cell_classes.png
Scale bar: 50 um. Fill, decap, tap and diode cells in gray.
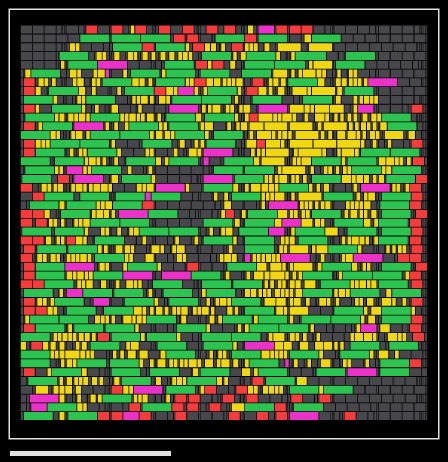
gate_families.png
Scale bar: 50 um.
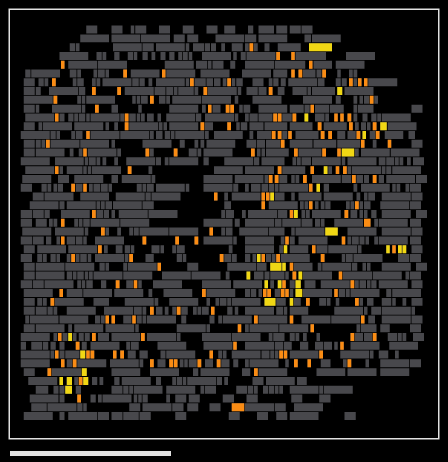
final_placement.png
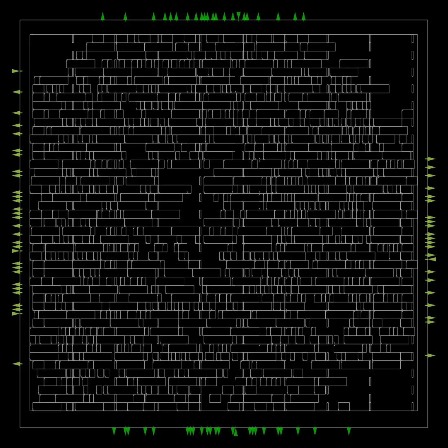
`config.mk`:
```
export PLATFORM = sky130hd
export DESIGN_NAME = futaba_rx
export DESIGN_NICKNAME = d
export VERILOG_FILES = /design/src/rtl/futaba_rx.sv
export SDC_FILE = /design/constraint.sdc
export NUM_CORES = 1
export LEC_CHECK = 0
export ABC_AREA = 1
export ABC_CLOCK_PERIOD_IN_PS = 7500
export CAP_MARGIN = 20
export CORE_MARGIN = 3
export CORE_UTILIZATION = 57
export CTS_BUF_LIST = sky130_fd_sc_hd__clkbuf_8 sky130_fd_sc_hd__clkbuf_16
export CTS_CLUSTER_SIZE = 40
export DETAILED_ROUTE_END_ITERATION = 8
export PLACE_DENSITY = 0.85
export REMOVE_ABC_BUFFERS = 1
export SETUP_SLACK_MARGIN = 0.02
export SYNTH_ARGS = -nofsm -noshare
export SYNTH_HDL_FRONTEND = slang
export SYNTH_SLANG_ARGS = --single-unit
```
`constraint.sdc`:
```
create_clock -name C -period 7.5 [get_ports C]
set_input_delay 0.75 -clock C [delete_from_list [all_inputs] [get_ports C]]
set_output_delay 0.75 -clock C [all_outputs]
set_load 0.005 [all_outputs]
```
`src/rtl/futaba_rx.sv`:
```
// futaba_rx: Futaba VFD link receiver (TCLK/SI/TLAT/TBK).
// Oversamples the link on C, deserialises 96-bit frames, decodes the one-hot
// grid field to an index, and measures TBK (blanking) pulse length.
// Optional build macro: FUTABA_RX_SYNC_EN adds a two-flop synchroniser on every
// link pin for use when the link comes from another clock domain.
module futaba_rx #(
  parameter int FRAME_BITS = 96,
  parameter int GRIDS      = 20
) (
  input  logic        C,
  input  logic        aR,
  input  logic        TCLK,
  input  logic        SI,
  input  logic        TLAT,
  input  logic        TBK,
  output logic [80:0] Data,
  output logic        Valid,
  output logic        GridErr,
  output logic        LenErr,
  output logic        Blank,
  output logic [6:0]  BkLen
);

  // Pin bundle order: {TBK, TLAT, SI, TCLK}. TCLK idles high, so its flops
  // reset to 1 to avoid a false shift edge on reset release.
  localparam logic [3:0] PIN_RST = 4'b0001;

  logic [3:0] pin, s_in, s, p;
  assign pin = {TBK, TLAT, SI, TCLK};

`ifdef FUTABA_RX_SYNC_EN
  logic [3:0] sync1, sync2;

  // Two-flop synchroniser on all link wires.
  always_ff @(posedge C or posedge aR) begin
    if (aR) begin
      sync1 <= PIN_RST;
      sync2 <= PIN_RST;
    end else begin
      sync1 <= pin;
      sync2 <= sync1;
    end
  end
  assign s_in = sync2;
`else
  assign s_in = pin;
`endif

  // Sample stage s and previous stage p for edge detection.
  always_ff @(posedge C or posedge aR) begin
    if (aR) begin
      s <= PIN_RST;
      p <= PIN_RST;
    end else begin
      s <= s_in;
      p <= s;
    end
  end

  logic tclk_rise, tlat_rise, tbk_rise, tbk_fall, s_si, s_tbk;
  assign s_si      = s[1];
  assign s_tbk     = s[3];
  assign tclk_rise = s[0] & ~p[0];
  assign tlat_rise = s[2] & ~p[2];
  assign tbk_rise  = s[3] & ~p[3];
  assign tbk_fall  = ~s[3] & p[3];
  assign Blank     = s_tbk;

  logic [FRAME_BITS-1:0] sr, sr_n;
  logic [6:0]            bit_cnt, bit_cnt_n;
  logic [GRIDS-1:0]      g;
  logic [4:0]            grid_idx, grid_ones;

  // Next-state shift register and count; a latch in the same cycle as a
  // shift sees the post-shift values, so the 96th bit is never lost.
  always_comb begin
    sr_n      = sr;
    bit_cnt_n = bit_cnt;
    if (tclk_rise) begin
      sr_n      = {sr[FRAME_BITS-2:0], s_si};
      bit_cnt_n = (bit_cnt == 7'd127) ? bit_cnt : bit_cnt + 7'd1;
    end
  end

  // Grid decode: g[0] is the first bit sent (SR MSB). Lowest set bit wins,
  // so iterate downward and let later (lower) hits overwrite.
  always_comb begin
    g         = '0;
    grid_idx  = '0;
    grid_ones = '0;
    for (int i = GRIDS - 1; i >= 0; i--) begin
      g[i]      = sr_n[FRAME_BITS-1-i];
      grid_ones = grid_ones + 5'(g[i]);
      if (g[i]) grid_idx = 5'(i);
    end
  end

  // Frame shift, latch acceptance and output registers.
  always_ff @(posedge C or posedge aR) begin
    if (aR) begin
      sr      <= '0;
      bit_cnt <= '0;
      Data    <= '0;
      Valid   <= 1'b0;
      GridErr <= 1'b0;
      LenErr  <= 1'b0;
    end else begin
      sr    <= sr_n;
      Valid <= 1'b0;
      if (tlat_rise) begin
        bit_cnt <= '0;
        if (bit_cnt_n == 7'(FRAME_BITS)) begin
          Data    <= {grid_idx, sr_n[75:0]};
          GridErr <= (grid_ones != 5'd1);
          LenErr  <= 1'b0;
          Valid   <= 1'b1;
        end else begin
          LenErr <= 1'b1;
        end
      end else begin
        bit_cnt <= bit_cnt_n;
      end
    end
  end

  logic [6:0] bk_cnt;

  // Blanking pulse length: the rise cycle counts as the first high cycle,
  // so BkLen equals the number of cycles s.TBK was high.
  always_ff @(posedge C or posedge aR) begin
    if (aR) begin
      bk_cnt <= '0;
      BkLen  <= '0;
    end else begin
      if (tbk_rise)
        bk_cnt <= 7'd1;
      else if (s_tbk && bk_cnt != 7'd127)
        bk_cnt <= bk_cnt + 7'd1;
      if (tbk_fall)
        BkLen <= bk_cnt;
    end
  end

endmodule

```
==> flow_summary.yaml <==
# yosys + openroad results
finish:
  logic_area_sq_mm: 0.00307
  seq_share_pct: 47.8
  clock_buffers: 32
  mostFrequentLayoutCell: "nand2_1"
  final_layout_top_logic_cells: "265 x nand2_1, 206 x dfrtp_1, 158 x inv_1, 97 x clkdlybuf4s50_1, 81 x o21ai_1"
  comb_share_pct: 28.2
  buf_share_pct: 9.19
  buffers: 101
  area_growth_pct: 19.4
timing:
  rsz0062_at_grt: "false"
  max_freq_mhz: 179
  fin_skew_ns: 0.0103
  period_used_pct: 74.6
  slew_viol_final: 0
  fin_ws_ns: 1.91
  slew_headroom_pct: 39.0
  finalHoldViolCount: 0
  period_minus_slack_ns: 5.59
  tightestPinTransition_ns: 0.915
clocking:
  clkTransAtPathRegs_ns: 0.06
  cts_tree: "yes"
  clk_latency_ns: 0.50
  cts_buffers: 22
  cts-root-buf: "clkbuf_16"
  numClockSinks: 208
  cts_max_level: 1
  ctsResizeCount: 0
  cts_hold_buf: 0
critical_path:
  crit_path_start: "s[0]"
  cp_top_family: "adder cells"
  crit_end: "GridErr"
  reg2reg_slack_ns: 1.91
  cp_num_buf_inv: 6
  reg2reg_to: "GridErr"
  cp-end-kind: "register"
  path_max_fanout: 45
  r2r_start: "s[0]"
  path_class: "reg -> reg"
  start_kind: "register"
  crit_required_ns: 7.86
  rr_worst_depth: 18
  cp_num_cells: 18
status:
  status: "finished, final reports clean"
power_and_ir_drop:
  leakage_nw: 5.49
  peakVddDrop_uv: 296
logic_synthesis:
  synth_seq_share_pct: 57.0
  simple_gate_share_pct: 18.2
  ys_sh_mux_pct: 0.233
  synth-compound-area-share_pct: 9.98
  synthAdderAreaFrac_pct: 4.58
  yosys_cells: 967
  logic_family: "simple AND/OR/NAND/NOR gates"
  yosys_warnings: 0
  edf_count: 0
  synth_cell_types: 44
  ys_async_sr_fraction_pct: 100
  ys.flops: 208
  flop_cell: "dfrtp_1"
placement:
  io_buffers: 97
  routabilityCongestion: 0.824
global_routing:
  grt_antenna_before_repair: 0
  grt_pass1_wl_mm: 31.1
  grt_max_degree: 137
  grt_usage_pct: 21.0
floorplanning:
  ioPinCount: 98
  die_h_um: 133
flow_run:
  cap_violations: 0
drt:
  drc: 0
  drt-total-wl_mm: 17.7
  ant_nets: 0
  drt_iter0_markers: 333
  wl_per_cell_um: 13.8
worst_hold_path:
  hold_depth: 0
  min_from: "s[2]"
  min_path_type: "reg -> reg"
## Picture notes: cell_classes.png
[flip-flops] green | cells: 208
[all other logic] yellow | cells: 721
[other buffers and delay cells] red | cells: 101
[clock drivers and dummy loads] magenta | cells: 38

## Picture notes: gate_families.png
[inverters] orange | cells: 164 | most used: inv_1 | where: widely spread
[NOR gates] yellow | cells: 33 | most used: nor2_1

## Picture notes: final_placement.png
row count: 45
post-route insts no fill: 1,279
tapcell count: 211
CORE AREA: 0.0154 sq mm
flop count: 208

## synthesized netlist by cell type (3+ instances only)
cell        n  area share, %
and2_1     51            3.5
buf_1       4           0.16
dfrtp_1   206             56
nand3_2     3           0.33
a21oi_1     8           0.44
fa_1       14            3.1
nor3_1      6           0.33
o21ai_0    14           0.77
o31ai_1     3           0.25
inv_2       6           0.25
inv_1     157            6.5
nand3_1    12           0.66
clkbuf_1   16           0.66
o21ai_2    12            1.2
nor2_1     19           0.78
buf_6      11            1.4
o21ai_1    81            4.4
ha_1       11            1.5
o21a_1     25            2.1
xor2_1      3           0.29
or2_1       3           0.21
nand2_1   265             11
buf_2       7           0.38
## state kept, by name, indices dropped and copies added (netlist names)
| name | flops |
|---|---|
| Data | 81 |
| bk_cnt | 7 |
| s | 4 |
| bit_cnt | 7 |
| GridErr | 1 |
| BkLen | 7 |
| LenErr | 1 |
| p | 3 |
| sr | 96 |
| Valid | 1 |
## where the power goes
part	internal (mW)	leakage (nW)	total (mW)	switching, mW
clock	0.633	0.372	1.06	0.424
sequential	1.17	2.82	1.20	0.0286
combinational	0.285	2.30	0.726	0.441
total	2.09	5.49	2.98	0.894
## routing by layer
metal | part of all wire [%] | global-route usage [%]
met1 | 44 | 28.1
met2 | 49 | 35.8
met3 | 4.5 | 3.65
met4 | 2.3 | 5.48
met5 | 0 | 0
## through the flow
step	area, sq um	utilization (%)	std cells	total power, mW	hold WS, ns
6_report	10900	70.6	1279	2.98	0.389
2_1_floorplan	8890	-	929	1.76	0.354
5_1_grt	10900	70.6	1279	3.18	0.408
3_3_place_gp	10200	65.9	1241	1.87	0.357
3_5_place_dp	10200	65.9	1241	1.94	0.375
4_1_cts	10900	70.6	1279	3.02	0.397
Power figures rest on the tool's default switching activity, not on a simulated workload.
